==> src/rtl/rst_ctl.sv <==
// Reset and clock-configuration sequencer (clock_160 domain): stretches board/software reset
// and stages clock-mode changes so CLKSEL moves only after a new oscillator/PLL settles.
// Optional macro RST_CAUSE_EN enables the rst_cause register; otherwise rst_cause reads 2'b00.
module rst_ctl #(
  parameter int POR_CYCLES    = 1024,
  parameter int SW_CYCLES     = 16,
  parameter int SETTLE_CYCLES = 4096,
  parameter int CNT_W         = 16
) (
  input  logic       clock_160,
  input  logic       inp_resn,
  input  logic [7:0] cfg,
  output logic       nres,
  output logic [6:0] clk_cfg,
  output logic       busy,
  output logic [1:0] rst_cause
);

  typedef enum logic [1:0] {
    ST_POR   = 2'd0,
    ST_RUN   = 2'd1,
    ST_SWRST = 2'd2
  } state_t;

  localparam logic [CNT_W-1:0] POR_LAST    = CNT_W'(POR_CYCLES - 1);
  localparam logic [CNT_W-1:0] SW_LAST     = CNT_W'(SW_CYCLES - 1);
  localparam logic [CNT_W-1:0] SETTLE_LAST = CNT_W'(SETTLE_CYCLES - 1);
  localparam logic [CNT_W-1:0] CNT_ONE     = CNT_W'(1);

  logic             r_sync1, r_sync2;
  state_t           r_state, w_state_nxt;
  logic [CNT_W-1:0] r_cnt, w_cnt_nxt;
  logic [CNT_W-1:0] r_scnt, w_scnt_nxt;
  logic             r_settling, w_settling_nxt;
  logic             r_nres, w_nres_nxt;
  logic [6:0]       r_clk_cfg, w_clk_cfg_nxt;
  logic [6:0]       w_new;
  logic             w_en_rise;

  assign w_new     = cfg[6:0];
  assign w_en_rise = (w_new[6] & ~r_clk_cfg[6]) | (w_new[5] & ~r_clk_cfg[5]);

  always_ff @(posedge clock_160 or negedge inp_resn) begin
    if (!inp_resn) begin
      r_sync1 <= 1'b0;
      r_sync2 <= 1'b0;
    end else begin
      r_sync1 <= 1'b1;
      r_sync2 <= r_sync1;
    end
  end

  always_ff @(posedge clock_160 or negedge inp_resn) begin
    if (!inp_resn) begin
      r_state    <= ST_POR;
      r_cnt      <= '0;
      r_scnt     <= '0;
      r_settling <= 1'b0;
      r_nres     <= 1'b0;
      r_clk_cfg  <= 7'h00;
    end else begin
      r_state    <= w_state_nxt;
      r_cnt      <= w_cnt_nxt;
      r_scnt     <= w_scnt_nxt;
      r_settling <= w_settling_nxt;
      r_nres     <= w_nres_nxt;
      r_clk_cfg  <= w_clk_cfg_nxt;
    end
  end

  always_comb begin
    w_state_nxt    = r_state;
    w_cnt_nxt      = r_cnt;
    w_scnt_nxt     = r_scnt;
    w_settling_nxt = r_settling;
    w_nres_nxt     = r_nres;
    w_clk_cfg_nxt  = r_clk_cfg;

    // A low synchronised reset overrides everything, whatever the state.
    if (!r_sync2) begin
      w_state_nxt    = ST_POR;
      w_cnt_nxt      = '0;
      w_scnt_nxt     = '0;
      w_settling_nxt = 1'b0;
      w_nres_nxt     = 1'b0;
      w_clk_cfg_nxt  = 7'h00;
    end else begin
      case (r_state)
        ST_POR: begin
          if (r_cnt == POR_LAST) begin
            w_state_nxt = ST_RUN;
            w_nres_nxt  = 1'b1;
            w_cnt_nxt   = '0;
          end else begin
            w_cnt_nxt = r_cnt + CNT_ONE;
          end
        end

        ST_RUN: begin
          if (cfg[7]) begin
            w_state_nxt    = ST_SWRST;
            w_nres_nxt     = 1'b0;
            w_clk_cfg_nxt  = 7'h00;
            w_settling_nxt = 1'b0;
            w_scnt_nxt     = '0;
            w_cnt_nxt      = '0;
          end else if (r_settling) begin
            if (w_new[6:3] != r_clk_cfg[6:3]) begin
              w_clk_cfg_nxt[6:3] = w_new[6:3];
              w_scnt_nxt         = '0;
            end else if (r_scnt == SETTLE_LAST) begin
              w_clk_cfg_nxt[2:0] = w_new[2:0];
              w_settling_nxt     = 1'b0;
            end else begin
              w_scnt_nxt = r_scnt + CNT_ONE;
            end
          end else if (w_new != r_clk_cfg) begin
            // CLKSEL waits for a newly enabled source; other changes apply at once.
            if (w_en_rise) begin
              w_clk_cfg_nxt[6:3] = w_new[6:3];
              w_scnt_nxt         = '0;
              w_settling_nxt     = 1'b1;
            end else begin
              w_clk_cfg_nxt = w_new;
            end
          end
        end

        ST_SWRST: begin
          if (r_cnt == SW_LAST) begin
            if (!cfg[7]) begin
              w_state_nxt = ST_RUN;
              w_nres_nxt  = 1'b1;
              w_cnt_nxt   = '0;
            end
          end else begin
            w_cnt_nxt = r_cnt + CNT_ONE;
          end
        end

        default: begin
          w_state_nxt = ST_POR;
          w_cnt_nxt   = '0;
          w_nres_nxt  = 1'b0;
        end
      endcase
    end
  end

`ifdef RST_CAUSE_EN
  logic [1:0] r_cause, w_cause_nxt;

  always_comb begin
    w_cause_nxt = r_cause;
    if (w_state_nxt == ST_POR && r_state != ST_POR)
      w_cause_nxt = 2'b01;
    else if (w_state_nxt == ST_SWRST && r_state != ST_SWRST)
      w_cause_nxt = 2'b10;
  end

  always_ff @(posedge clock_160 or negedge inp_resn) begin
    if (!inp_resn) r_cause <= 2'b01;
    else           r_cause <= w_cause_nxt;
  end

  assign rst_cause = r_cause;
`else
  assign rst_cause = 2'b00;
`endif

  assign nres    = r_nres;
  assign clk_cfg = r_clk_cfg;
  assign busy    = (r_state != ST_RUN) | r_settling;

endmodule

==> config.mk <==
export PLATFORM = sky130hd
export DESIGN_NAME = rst_ctl
export DESIGN_NICKNAME = d
export VERILOG_FILES = /design/src/rtl/rst_ctl.sv
export SDC_FILE = /design/constraint.sdc
export NUM_CORES = 1
export LEC_CHECK = 0
export ABC_AREA = 1
export CORE_MARGIN = 3
export CORE_UTILIZATION = 32
export CTS_CLUSTER_SIZE = 16
export DETAILED_ROUTE_END_ITERATION = 16
export HOLD_SLACK_MARGIN = 0.06
export PLACE_DENSITY = 0.53
export SLEW_MARGIN = 20
export SYNTH_ARGS = -nofsm -noshare
export SYNTH_HDL_FRONTEND = slang
export SYNTH_SLANG_ARGS = --single-unit
==> constraint.sdc <==
create_clock -name clock_160 -period 1.8 [get_ports clock_160]
set_clock_uncertainty 0.15 [all_clocks]
set_input_delay 0.18 -clock clock_160 [delete_from_list [all_inputs] [get_ports clock_160]]
set_output_delay 0.18 -clock clock_160 [all_outputs]
set_load 0.005 [all_outputs]
**Run 1: wiring heat map**

Drawn at 4 px/um. 21 x 21 tiles, from dark blue (low) to red (high), scaled to the fullest tile. Values are wire area over tile area, all layers added.
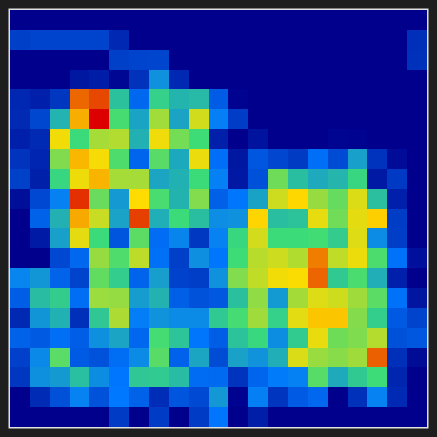
nearly empty tiles = 29%
tiles over half the peak = 21%
mean over tiles = 0.12
emptiest ninth of the die = top right
fullest tile = 0.43

**Run 1: routing congestion map**

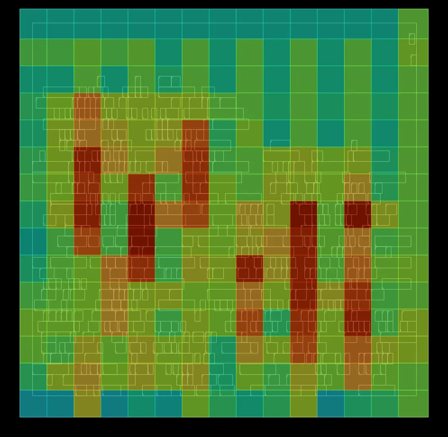
met1 Use GR: 18.64%
M2 GR Usage: 26.23%
Routed wire per std cell: 12.36 um
global routing usage on met3: 2.793%
global route hottest layer: met2

==> impl_metrics.json, run 1 <==
{
  "warning_count": 28,
  "seq_power_mw": 1.07,
  "fmax_mhz": 527.3,
  "ant_nets": 0,
  "drtPass1Iterations": 4,
  "cp.arrival_ps": 1980,
  "grt_start_max_net_pins": 39,
  "ios": 21,
  "hold_viol_final": 0,
  "finalSetupViolCount": 17,
  "syn_inst": 450,
  "swShare_pct": 30.75,
  "fp.dieW_um": 104.2,
  "antenna_cells": 0,
  "dieArea_um2": 10860,
  "yosys-top-cells-area": "dfrtp_1 36%, nand2_1 16%, nand3_1 7.6%",
  "r2r-end": "r_scnt[6]",
  "criticalPathCategory": "reg -> reg",
  "root_buffer": "clkbuf_8",
  "drive_above_1_share_pct": 26.43,
  "timing.hold.ws_ps": 90.61,
  "fin_util_pct": 43.57,
  "grt_usage_pct": 15.09,
  "crit_fanout": 7,
  "top_cell": "nand2_1",
  "syn_area_per_cell_um2": 6.862,
  "seqPwrFrac_pct": 48.5,
  "p_sw_uw": 677.4,
  "intPower_mw": 1.525,
  "die_height_um": 104.2,
  "cts.clk_slew.worst_paths_ps": 90,
  "fp_util_pct": 33.11,
  "netlist_area_um2": 3088,
  "lay_top_count": "nand2_1",
  "p_comb_uw": 517,
  "cts_buffers": 5,
  "via_per_inst": 4.615,
  "layout_top_cells": "123 x nand2_1, 52 x nor2_1, 49 x inv_1, 48 x buf_4, 44 x nand3_1",
  "place_hpwl_mm": 5.893,
  "min_path_type": "in -> async",
  "cts_setup_buffers": 4,
  "grt_pass1_vias": 3025,
  "fin_area_um2": 4064,
  "clock_sinks": 44,
  "power_leader": "registers",
  "synthArstFlopShare_pct": 100.0,
  "drt_iter0_markers": 123,
  "cts_tree": "built",
  "rsz0062_at_grt": "yes",
  "ctsHoldBuffers": 1,
  "common_cells": "134 x nand2_1, 55 x nor2_1, 52 x inv_1, 47 x nand3_1, 44 x dfrtp_1",
  "drc": 0,
  "yosys.stat.seqShare_pct": 35.66,
  "grt-ovfl-total": 0,
  "cap_viol_max_count": 0,
  "core-area_um2": 9328,
  "nets": 540,
  "cp_data_required_time_ps": 1880,
  "synth_top_area_share_pct": 35.66,
  "combPwrFrac_pct": 23.5,
  "port_buffers": 18,
  "vdd_ir_drop_max_mv": 0.3118,
  "powerDensity_nw_per_um2": 542.0,
  "clock_latency_ps": 300,
  "ctsResizeCount": 4,
  "antenna_found_initial": 0,
  "endpoint": "r_scnt[6]",
  "n_fill_cell": 974,
  "reg2reg_setup_slack_ps": -100,
  "violations": "setup timing",
  "powerClk_uw": 617,
  "edf_count": 0,
  "syn2layout_area_growth_pct": 31.60,
  "gp_congestion": 0.8876,
  "post_dp_cell_area_um2": 3727,
  "fin_ws_ps": -96.38,
  "largest_area_cell": "dfrtp_1",
  "ys_chip_area_um2": 3088,
  "worstRegToRegCells": 13,
  "power.total_mw": 2.203,
  "crit_path_start_kind": "flop",
  "outcome": "finished, violations left",
  "power_frac_clock_pct": 28.0,
  "ys_cells": 450,
  "finalCritPeriodShare_pct": 105.4,
  "fin_crit_ps": 1896,
  "grt_pass1_wl_mm": 13.63,
  "rows": 35,
  "power.leakage_nw": 2.028,
  "end_kind": "flop",
  "cts_buffer_depth": 2,
  "htreeDepth": 2,
  "ys.flop_type": "dfrtp_1",
  "yosysWarnings": 0,
  "slew_viol_final": 0,
  "numSynthFlops": 44,
  "rr_startpoint": "clk_cfg[5]",
  "crit_start": "clk_cfg[5]",
  "place_ws_ps": -329.4,
  "synth_cell_types": 36
}
**Run 1: met2 routing**

Drawn at 4 px/um.
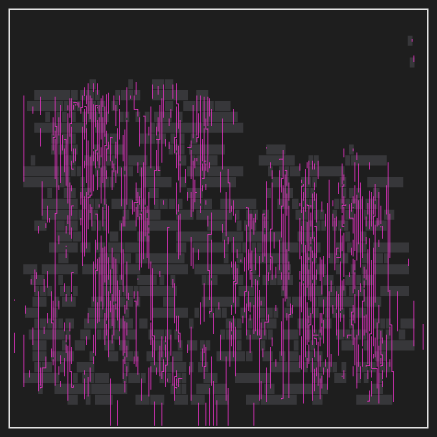
wire length on this layer = 4090 um
longest straight run = 43.0 um
vias: 3023
total wire length: 8.097 mm

==> run 1: state kept, by name (all words and copies together) (netlist names) <==
name and cells:
r_settling 1, r_scnt 16, r_sync1 1, r_state 2
clk_cfg 7, r_cnt 16, r_sync2 1
==> run 1: per-layer routing <==
metal	routed length, um	track usage, %	up-vias
li1	-	-	1581
met1	3659	18.64	1389
met2	4090	26.23	40
met3	205	2.793	13
met4	142	5.413	0
met5	0	0	-
==> run 1: worst max-delay path: stages (launching register included) <==
cell and delay (ps):
dfrtp_1 370, inv_1 50, ha_1 270, nand2_1 50, inv_1 50, nand2_2 80
nor2_4 160, nand2_2 70, nand2_2 100, nand2_4 90, nand2_8 130, clkbuf_16 160
nand2_4 40, o21ai_2 50
==> run 1: cell families (layout without fill, tap and decap cells) <==
logic type,after synthesis,count (layout),share of synthesized area (%)
adders and majority gates,4,4,1.621
DFF,44,44,35.66
other,2,3,0.2432
buffers and inverters,66,139,9.521
AOI/OAI and AO/OA,48,48,9.603
and+or+nand+nor,280,282,41.65
xor gates and xnor gates,6,6,1.702
==> run 1: stage by stage <==
step | std cells | setup TNS, ps
final | 655 | -1191
after global routing | 655 | -4467
after CTS | 648 | -279.5
after detailed placement | 636 | -6382
after global placement | 636 | -5851
after floorplan | 451 | 0
==> run 1: cell type report <==
cell class | instances | area (um^2) | share of cell area, %
multi-input combinational | 343 | 1831 | 45.04
sequential | 44 | 1105 | 27.19
timing repair buffer | 75 | 669.4 | 16.47
inverter | 57 | 220.2 | 5.419
tap | 129 | 161.4 | 3.972
clock buffer | 6 | 72.57 | 1.786
clock inverter | 1 | 5.005 | 0.1232
**Run 1: the metal 3 layer**

Drawn at 4 px/um.
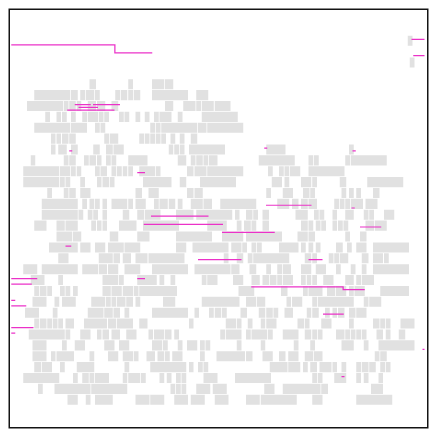

==> run 2, diff against run 1 <==
--- a/config.mk
+++ b/config.mk
@@ -12,6 +12,7 @@
 export DETAILED_ROUTE_END_ITERATION = 16
 export HOLD_SLACK_MARGIN = 0.06
 export PLACE_DENSITY = 0.53
+export SETUP_SLACK_MARGIN = 0.15
 export SLEW_MARGIN = 20
 export SYNTH_ARGS = -nofsm -noshare
 export SYNTH_HDL_FRONTEND = slang
**Run 2: the metal 3 layer**

Drawn at 4 px/um.
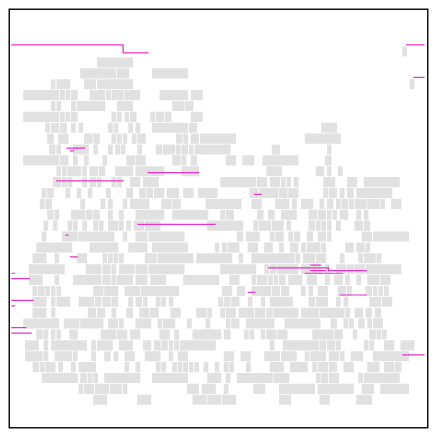
share of all routed wire = 2.1%
longest straight run = 27.8 um
main direction = horizontal
nets with wire on the layer = 19
vias: 3099
global routing usage on met3: 2.235%
total wire length: 8.095 mm

**Run 2: wiring heat map**

Drawn at 4 px/um. 21 x 21 tiles, from dark blue (low) to red (high), scaled to the fullest tile. Values are wire area over tile area, all layers added.
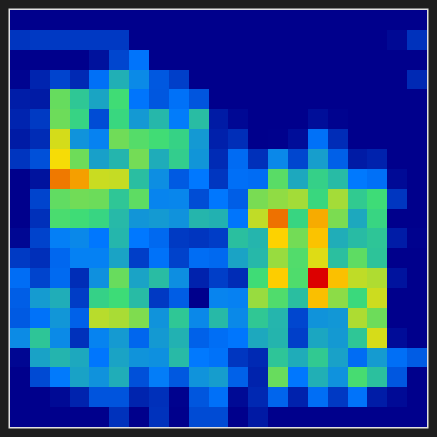
mean over tiles = 0.11
tiles over half the peak = 13%
fullest tile = 0.51
emptiest ninth of the die = top right

==> impl_metrics.json, run 2 <==
{
  "yosys-top-cells-area": "dfrtp_1 36%, nand2_1 16%, nand3_1 7.6%",
  "synth_top_area_share_pct": 35.66,
  "min_path_type": "in -> async",
  "grt_pass1_vias": 3008,
  "crit_start": "clk_cfg[5]",
  "place_hpwl_mm": 5.883,
  "cts_buffer_depth": 2,
  "crit_path_start_kind": "flop",
  "outcome": "finished, violations left",
  "cpMaxStageDelayCell": "dfrtp_1",
  "cp.buffers_inverters": 6,
  "nets": 546,
  "top_cell": "nand2_1",
  "intPower_mw": 1.689,
  "yosys.stat.seqShare_pct": 35.66,
  "n_fill_cell": 954,
  "synth_cell_types": 36,
  "gp_congestion": 0.8692,
  "grt_pass1_wl_mm": 13.96,
  "crit_family": "buffers and inverters",
  "ios": 21,
  "warning_count": 29,
  "slew_viol_final": 0,
  "power.leakage_nw": 2.223,
  "grt_usage_pct": 15.23,
  "fin_cells": 662,
  "drtPass1Iterations": 4,
  "seq_power_mw": 1.06,
  "power.total_mw": 2.406,
  "yosysWarnings": 0,
  "hold_viol_final": 0,
  "vdd_ir_drop_max_mv": 0.3458,
  "ys_cells": 450,
  "p_comb_uw": 552,
  "numSynthFlops": 44,
  "cts.clk_slew.worst_paths_ps": 90,
  "fin_ws_ps": -56.58,
  "largest_area_cell": "dfrtp_1",
  "dieArea_um2": 10860,
  "rows": 35,
  "ys_chip_area_um2": 3088,
  "htreeDepth": 2,
  "antenna_cells": 0,
  "powerDensity_nw_per_um2": 548.7,
  "wl_per_cell_um": 12.23,
  "max_stage_delay_ps": 360,
  "via_per_inst": 4.681,
  "grt-ovfl-total": 0,
  "combPwrFrac_pct": 22.9,
  "syn_inst": 450,
  "crit_fanout": 4,
  "ys.flop_type": "dfrtp_1",
  "antenna_found_initial": 0,
  "common_cells": "134 x nand2_1, 55 x nor2_1, 52 x inv_1, 47 x nand3_1, 44 x dfrtp_1",
  "violations": "setup timing",
  "path_cells": "inv_1 -> ha_1 -> nand2_1 -> inv_1 -> nand2_2 -> nor2_4 -> buf_4 -> buf_6 -> buf_6 -> nand2_4 -> nand2_4 -> buf_6 -> nand3_1 -> nand2_1",
  "fin_area_um2": 4384,
  "placedCellCount": 641,
  "clock_latency_ps": 300,
  "cp.arrival_ps": 1910,
  "drive_above_1_share_pct": 33.40,
  "rsz0062_at_grt": "yes",
  "swShare_pct": 29.79,
  "end_kind": "flop",
  "cts_buffers": 5,
  "finalSetupViolCount": 16,
  "lay_top_count": "nand2_1",
  "timing.hold.ws_ps": 129.9,
  "p_sw_uw": 716.8,
  "power_leader": "registers",
  "syn2layout_area_growth_pct": 41.98,
  "cap_viol_max_count": 0,
  "layout_top_cells": "112 x nand2_1, 50 x inv_1, 49 x buf_4, 44 x nor2_1, 43 x dfrtp_1",
  "fin_util_pct": 47.00,
  "rr_startpoint": "clk_cfg[5]",
  "netlist_area_um2": 3088,
  "syn_area_per_cell_um2": 6.862,
  "seqPwrFrac_pct": 44.2,
  "synthArstFlopShare_pct": 100.0,
  "edf_count": 0,
  "grt_start_max_net_pins": 27,
  "port_buffers": 18,
  "fmax_mhz": 538.6,
  "post_dp_cell_area_um2": 3822,
  "drc": 0,
  "cp_common_cell": "buf_6",
  "clock_sinks": 44,
  "powerClk_uw": 791,
  "die_height_um": 104.2,
  "setup_tns_ps": -542.1,
  "cts_tree": "built",
  "ant_nets": 0
}
-- run 2: final cells by class --
| type | instances | area [um^2] | area share (%) |
|---|---|---|---|
| Tap cell | 129 | 161.4 | 3.682 |
| Clock buffer | 5 | 68.82 | 1.570 |
| Inverter | 57 | 230.2 | 5.251 |
| Clock inverter | 3 | 42.54 | 0.9703 |
| Multi-Input combinational cell | 342 | 2012 | 45.89 |
| Sequential cell | 44 | 1102 | 25.14 |
| Timing Repair Buffer | 82 | 767.0 | 17.49 |
-- run 2: kinds of logic after synthesis --
kind of cell               share of synthesized area (%)
adders and majority gates                          1.621
and+or+nand+nor                                    41.65
AOI/OAI and AO/OA                                  9.603
other                                             0.2432
xor gates and xnor gates                           1.702
DFF                                                35.66
buffers and inverters                              9.521
-- run 2: repair_timing --
action / in CTS / in global routing
hold endpoints to repair: 44 / 0
setup buffers: 7 / 4
pin swaps: 10 / 15
setup endpoints to repair: 43 / 43
hold buffers: 1 / 0
gates cloned: 1 / 0
gates resized: 43 / 64
-- run 2: metal layers --
metal,track usage (%),part of all wire (%),vias up
met3,2.235,2.1,8
met5,0,0,-
li1,-,-,1601
met2,27.07,52,30
met4,4.084,1.3,0
met1,19.23,45,1460
-- run 2: path summary, 6_finish.rpt --
| path | slack, ps | end | cells after the start |
|---|---|---|---|
| max | -60 | clk_cfg[1] | 14 |
| min | 130 | r_cnt[5] | 2 |
| max reg2reg | -60 | clk_cfg[1] | 14 |
| min reg2reg | 210 | r_sync2 | 0 |
| max in group asynchronous | 930 | r_scnt[13] | 3 |
| min in group clock_160 | 210 | r_sync2 | 0 |
